### Cell sizes after repair

Drawn at 4 px/µm.
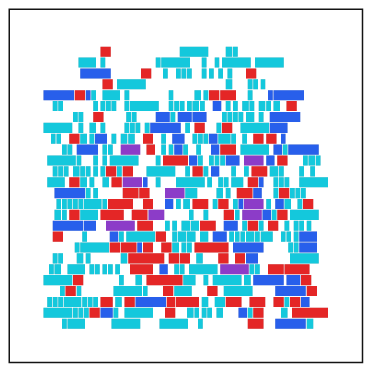
### Signal wires on met1

Drawn at 6 px/µm. Supply wires on this layer in grey.
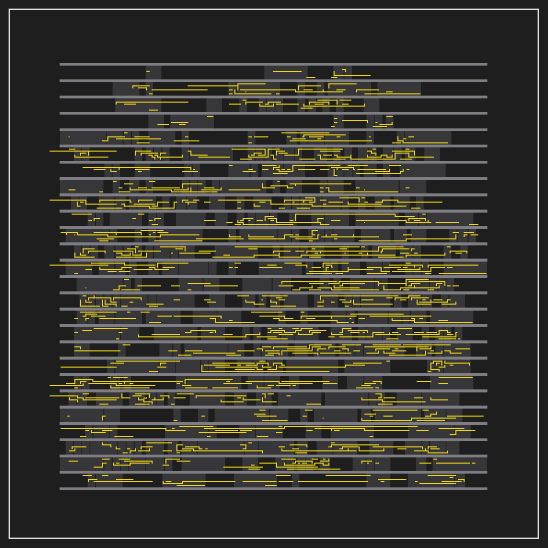
### I/O nets highlighted

Drawn at 4 px/µm.
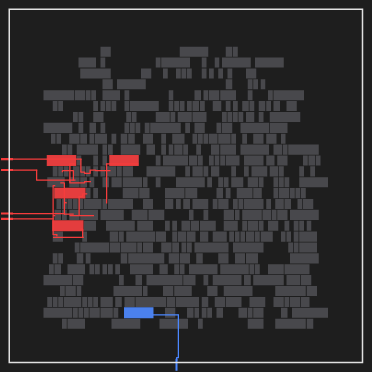
[src/rtl/m_gen_sec.sv]
`default_nettype none
// ============================================================================
// Module      : m_gen_sec
// Description : Centisecond/second stage of the stopwatch timebase. Divides
//               clk down to a centisecond tick, counts BCD 00.00 .. 59.99,
//               owns the run/pause/clear control state and emits clk_min,
//               whose single rising edge per minute clocks the minutes stage.
// Revision    : 1.0 - initial release
// ============================================================================
module m_gen_sec #(
    parameter int CLK_HZ  = 100_000_000,
    parameter int TICK_HZ = 100
) (
    input  logic       clk,
    input  logic       rst,
    input  logic       start_stop,
    input  logic       clear,
    output logic       running,
    output logic       tick,
    output logic [3:0] cs_low,
    output logic [3:0] cs_high,
    output logic [3:0] sec_low,
    output logic [3:0] sec_high,
    output logic       clk_min
);

    // Clock cycles per centisecond; CLK_HZ must be an integer multiple of
    // TICK_HZ and the ratio at least 2.
    localparam int c_div     = CLK_HZ / TICK_HZ;
    localparam int c_presc_w = (c_div > 1) ? $clog2(c_div) : 1;

    localparam logic [c_presc_w-1:0] c_presc_max  = c_presc_w'(c_div - 1);
    localparam logic [c_presc_w-1:0] c_presc_zero = '0;
    localparam logic [c_presc_w-1:0] c_presc_one  = c_presc_w'(1);

    // Control state encoding
    typedef enum logic [1:0] {
        S_IDLE  = 2'd0,
        S_RUN   = 2'd1,
        S_PAUSE = 2'd2
    } state_t;

    state_t                 r_state;
    logic                   r_running;
    logic                   r_tick;
    logic [c_presc_w-1:0]   r_presc;
    logic [3:0]             r_cs_low;
    logic [3:0]             r_cs_high;
    logic [3:0]             r_sec_low;
    logic [3:0]             r_sec_high;
    logic                   r_clk_min;

    // Prescaler advances only in RUN and only when no start_stop arrives in
    // the same cycle: this gives zero pause latency (a tick due on the pause
    // edge is suppressed) and no advance on the resume edge, so the frozen
    // phase is picked up exactly where it stopped.
    logic w_in_run;
    logic w_advance;
    logic w_tick_now;
    logic w_clear_now;

    assign w_in_run    = (r_state == S_RUN);
    assign w_advance   = w_in_run && !start_stop;
    assign w_tick_now  = w_advance && (r_presc == c_presc_max);
    // Clear only acts while stopped; in RUN it is ignored entirely.
    assign w_clear_now = clear && !w_in_run;

    // Chained BCD increment of the four digits. Comparisons use >= so that
    // an out-of-range value can never propagate further.
    logic [3:0] w_cs_low_nx;
    logic [3:0] w_cs_high_nx;
    logic [3:0] w_sec_low_nx;
    logic [3:0] w_sec_high_nx;
    logic       w_carry_cs_low;
    logic       w_carry_cs_high;
    logic       w_carry_sec_low;
    logic       w_minute_wrap;

    // Next digit values assuming the current cycle is a tick
    always_comb begin
        w_cs_low_nx     = r_cs_low;
        w_cs_high_nx    = r_cs_high;
        w_sec_low_nx    = r_sec_low;
        w_sec_high_nx   = r_sec_high;
        w_carry_cs_low  = 1'b0;
        w_carry_cs_high = 1'b0;
        w_carry_sec_low = 1'b0;
        w_minute_wrap   = 1'b0;

        if (r_cs_low >= 4'd9) begin
            w_cs_low_nx    = 4'd0;
            w_carry_cs_low = 1'b1;
        end else begin
            w_cs_low_nx = r_cs_low + 4'd1;
        end

        if (w_carry_cs_low) begin
            if (r_cs_high >= 4'd9) begin
                w_cs_high_nx    = 4'd0;
                w_carry_cs_high = 1'b1;
            end else begin
                w_cs_high_nx = r_cs_high + 4'd1;
            end
        end

        if (w_carry_cs_high) begin
            if (r_sec_low >= 4'd9) begin
                w_sec_low_nx    = 4'd0;
                w_carry_sec_low = 1'b1;
            end else begin
                w_sec_low_nx = r_sec_low + 4'd1;
            end
        end

        if (w_carry_sec_low) begin
            if (r_sec_high >= 4'd5) begin
                w_sec_high_nx = 4'd0;
                w_minute_wrap = 1'b1;
            end else begin
                w_sec_high_nx = r_sec_high + 4'd1;
            end
        end
    end

    // Run/pause/clear control state with registered running flag.
    // Clear beats start_stop when stopped; start_stop beats clear in RUN.
    always_ff @(posedge clk) begin
        if (rst) begin
            r_state   <= S_IDLE;
            r_running <= 1'b0;
        end else begin
            case (r_state)
                S_IDLE: begin
                    if (clear) begin
                        r_state   <= S_IDLE;
                        r_running <= 1'b0;
                    end else if (start_stop) begin
                        r_state   <= S_RUN;
                        r_running <= 1'b1;
                    end
                end
                S_RUN: begin
                    if (start_stop) begin
                        r_state   <= S_PAUSE;
                        r_running <= 1'b0;
                    end
                end
                S_PAUSE: begin
                    if (clear) begin
                        r_state   <= S_IDLE;
                        r_running <= 1'b0;
                    end else if (start_stop) begin
                        r_state   <= S_RUN;
                        r_running <= 1'b1;
                    end
                end
                default: begin
                    r_state   <= S_IDLE;
                    r_running <= 1'b0;
                end
            endcase
        end
    end

    // Prescaler and registered tick pulse
    always_ff @(posedge clk) begin
        if (rst || w_clear_now) begin
            r_presc <= c_presc_zero;
            r_tick  <= 1'b0;
        end else begin
            r_tick <= w_tick_now;
            if (w_advance) begin
                if (r_presc == c_presc_max) begin
                    r_presc <= c_presc_zero;
                end else begin
                    r_presc <= r_presc + c_presc_one;
                end
            end
        end
    end

    // BCD digit registers; they change only on tick edges
    always_ff @(posedge clk) begin
        if (rst || w_clear_now) begin
            r_cs_low   <= 4'd0;
            r_cs_high  <= 4'd0;
            r_sec_low  <= 4'd0;
            r_sec_high <= 4'd0;
        end else if (w_tick_now) begin
            r_cs_low   <= w_cs_low_nx;
            r_cs_high  <= w_cs_high_nx;
            r_sec_low  <= w_sec_low_nx;
            r_sec_high <= w_sec_high_nx;
        end
    end

    // Minute strobe: set on the 59.99 -> 00.00 tick, dropped on the next
    // tick, held otherwise (including through PAUSE)
    always_ff @(posedge clk) begin
        if (rst || w_clear_now) begin
            r_clk_min <= 1'b0;
        end else if (w_tick_now) begin
            r_clk_min <= w_minute_wrap;
        end
    end

    assign running  = r_running;
    assign tick     = r_tick;
    assign cs_low   = r_cs_low;
    assign cs_high  = r_cs_high;
    assign sec_low  = r_sec_low;
    assign sec_high = r_sec_high;
    assign clk_min  = r_clk_min;

endmodule
`default_nettype wire
[config.mk]
export PLATFORM = sky130hd
export DESIGN_NAME = m_gen_sec
export DESIGN_NICKNAME = d
export VERILOG_FILES = /design/src/rtl/m_gen_sec.sv
export SDC_FILE = /design/constraint.sdc
export NUM_CORES = 1
export LEC_CHECK = 0
export ABC_AREA = 1
export CORE_MARGIN = 8
export CORE_UTILIZATION = 47
export CTS_CLUSTER_DIAMETER = 200
export DETAILED_ROUTE_END_ITERATION = 12
export DONT_BUFFER_PORTS = 1
export SLEW_MARGIN = 5
export SYNTH_ARGS = -nofsm -noshare
export SYNTH_HDL_FRONTEND = slang
export SYNTH_SLANG_ARGS = --single-unit
[constraint.sdc]
create_clock -name clk -period 1.5 [get_ports clk]
set_input_delay 0.45 -clock clk [delete_from_list [all_inputs] [get_ports clk]]
set_output_delay 0.45 -clock clk [all_outputs]
set_load 0.02 [all_outputs]
==> summary.rpt <==
FLOW METRICS REPORT
----------------------------------------------------
[Status]
  Run status ........................ completed

[Worst setup path]
  Highest-delay cell along the critical path ........................ sky130_fd_sc_hd__dfxtp_1
  Startpoint of the most critical setup path ........................ r_presc[12]$_SDFFE_PP0N_
  Buffers plus inverters on the worst setup path ........................ 0
  Capture point of the worst path ........................ cs_high[2]$_SDFFE_PP0P_
  Reg-to-reg endpoint ........................ cs_high[2]$_SDFFE_PP0P_

[Timing]
  Transition time at the pin with the least slew margin ........................ 0.273 ns
  Final Hold Violation Tally ........................ 0
  Clock period minus final worst setup slack ........................ 1.44 ns

[GRT]
  Most used routing layer in global routing ........................ met2
  Combined global-route utilization of all metal layers ........................ 15.2%
  First-pass GRT wire length ........................ ~9500 µm

[CTS]
  Buffer type at the clock tree root ........................ sky130_fd_sc_hd__clkbuf_8
  Post-CTS Setup Repair Bufs ........................ 2
  Hold-fix buffers at CTS ........................ 0
  Clk ins delay skew pair ........................ 0.28 ns
  Clock tree from TritonCTS ........................ built
  Number of sinks handled by clock tree synthesis ........................ 41
  Inserted Clock Buffers ........................ 5

[Synthesis]
  Total number of yosys warnings ........................ 0
  Synth Area in Simple Gates ........................ 42.2%
  Synth flops ........................ 41
  Top cells by area, synth ........................ sky130_fd_sc_hd__dfxtp_1, sky130_fd_sc_hd__nand2_1, sky130_fd_sc_hd__nor2_1
  Cells after synthesis ........................ about 350
  Netlist area before placement ........................ 2430 µm²
  AND-OR/OR-AND Cells, Area Fraction ........................ 7.00%
  Dominant cell type by area after synthesis ........................ sky130_fd_sc_hd__dfxtp_1

[Layout]
  Sequential share of cell area ........................ a little over a quarter
  Fill cells ........................ about 460
  Most frequent logic cells in the routed design ........................ sky130_fd_sc_hd__nand2_1, sky130_fd_sc_hd__nor2_1, sky130_fd_sc_hd__buf_4
  Final non-filler cell total ........................ 480
  Cell kind with the greatest summed area ........................ combinational gates
  Sequential cell area in the final layout ........................ 841 µm²

[Pwr]
  Power drawn by the clock network ........................ 0.725 mW
  Cell internal power dissipation ........................ 1.49 mW
  Power per unit of standard cell area ........................ 601 nW/µm²
  Sequential fraction of design power ........................ 57.4%
  Power share of the clock group ........................ 37.9%

[Worst hold path]
  Min-delay worst type ........................ input port to flop
  Hold path cells ........................ 1

[Placed design]
  Post-detailed-placement cell area ........................ 2880 µm²

[Detailed routing]
  DR vias/cell ........................ 4.66
  Uppermost metal layer occupied by signal nets ........................ met4
  Wire length reported by the detailed router ........................ 5580 µm

[Die]
  Area of the core ........................ 5040 µm²
  Number of rows in the core area ........................ 26
  Die H ........................ 87.9 µm

----------------------------------------------------
About 'Cell sizes after repair':
Blue is _2 cells, cells 52. Cyan is _0 and _1 cells, cells 270. Purple is _6 and larger, cells 9. Red is _3 and _4 cells, cells 79.
final setup margin: 0.0635 ns
Synth-to-Final Area Change: 30.8%
Layout Cell Area excl Fill: 3180 µm²

About 'Signal wires on met1':
The layer carries 2470 µm of wire. The wires run mostly horizontal. 402 nets have wire on it.
M1 GR Usage: 17.6%
detailed-route via count: 2239

About 'I/O nets highlighted':
Red is cs_high, direction output, edge left, end cells 4, wire 156 µm. Blue is tick, direction output, edge bottom, end cells 1, wire 18.3 µm.
Port Buf Inserts: 0
IO Count: 23

Power is estimated from default activity; no workload was simulated.
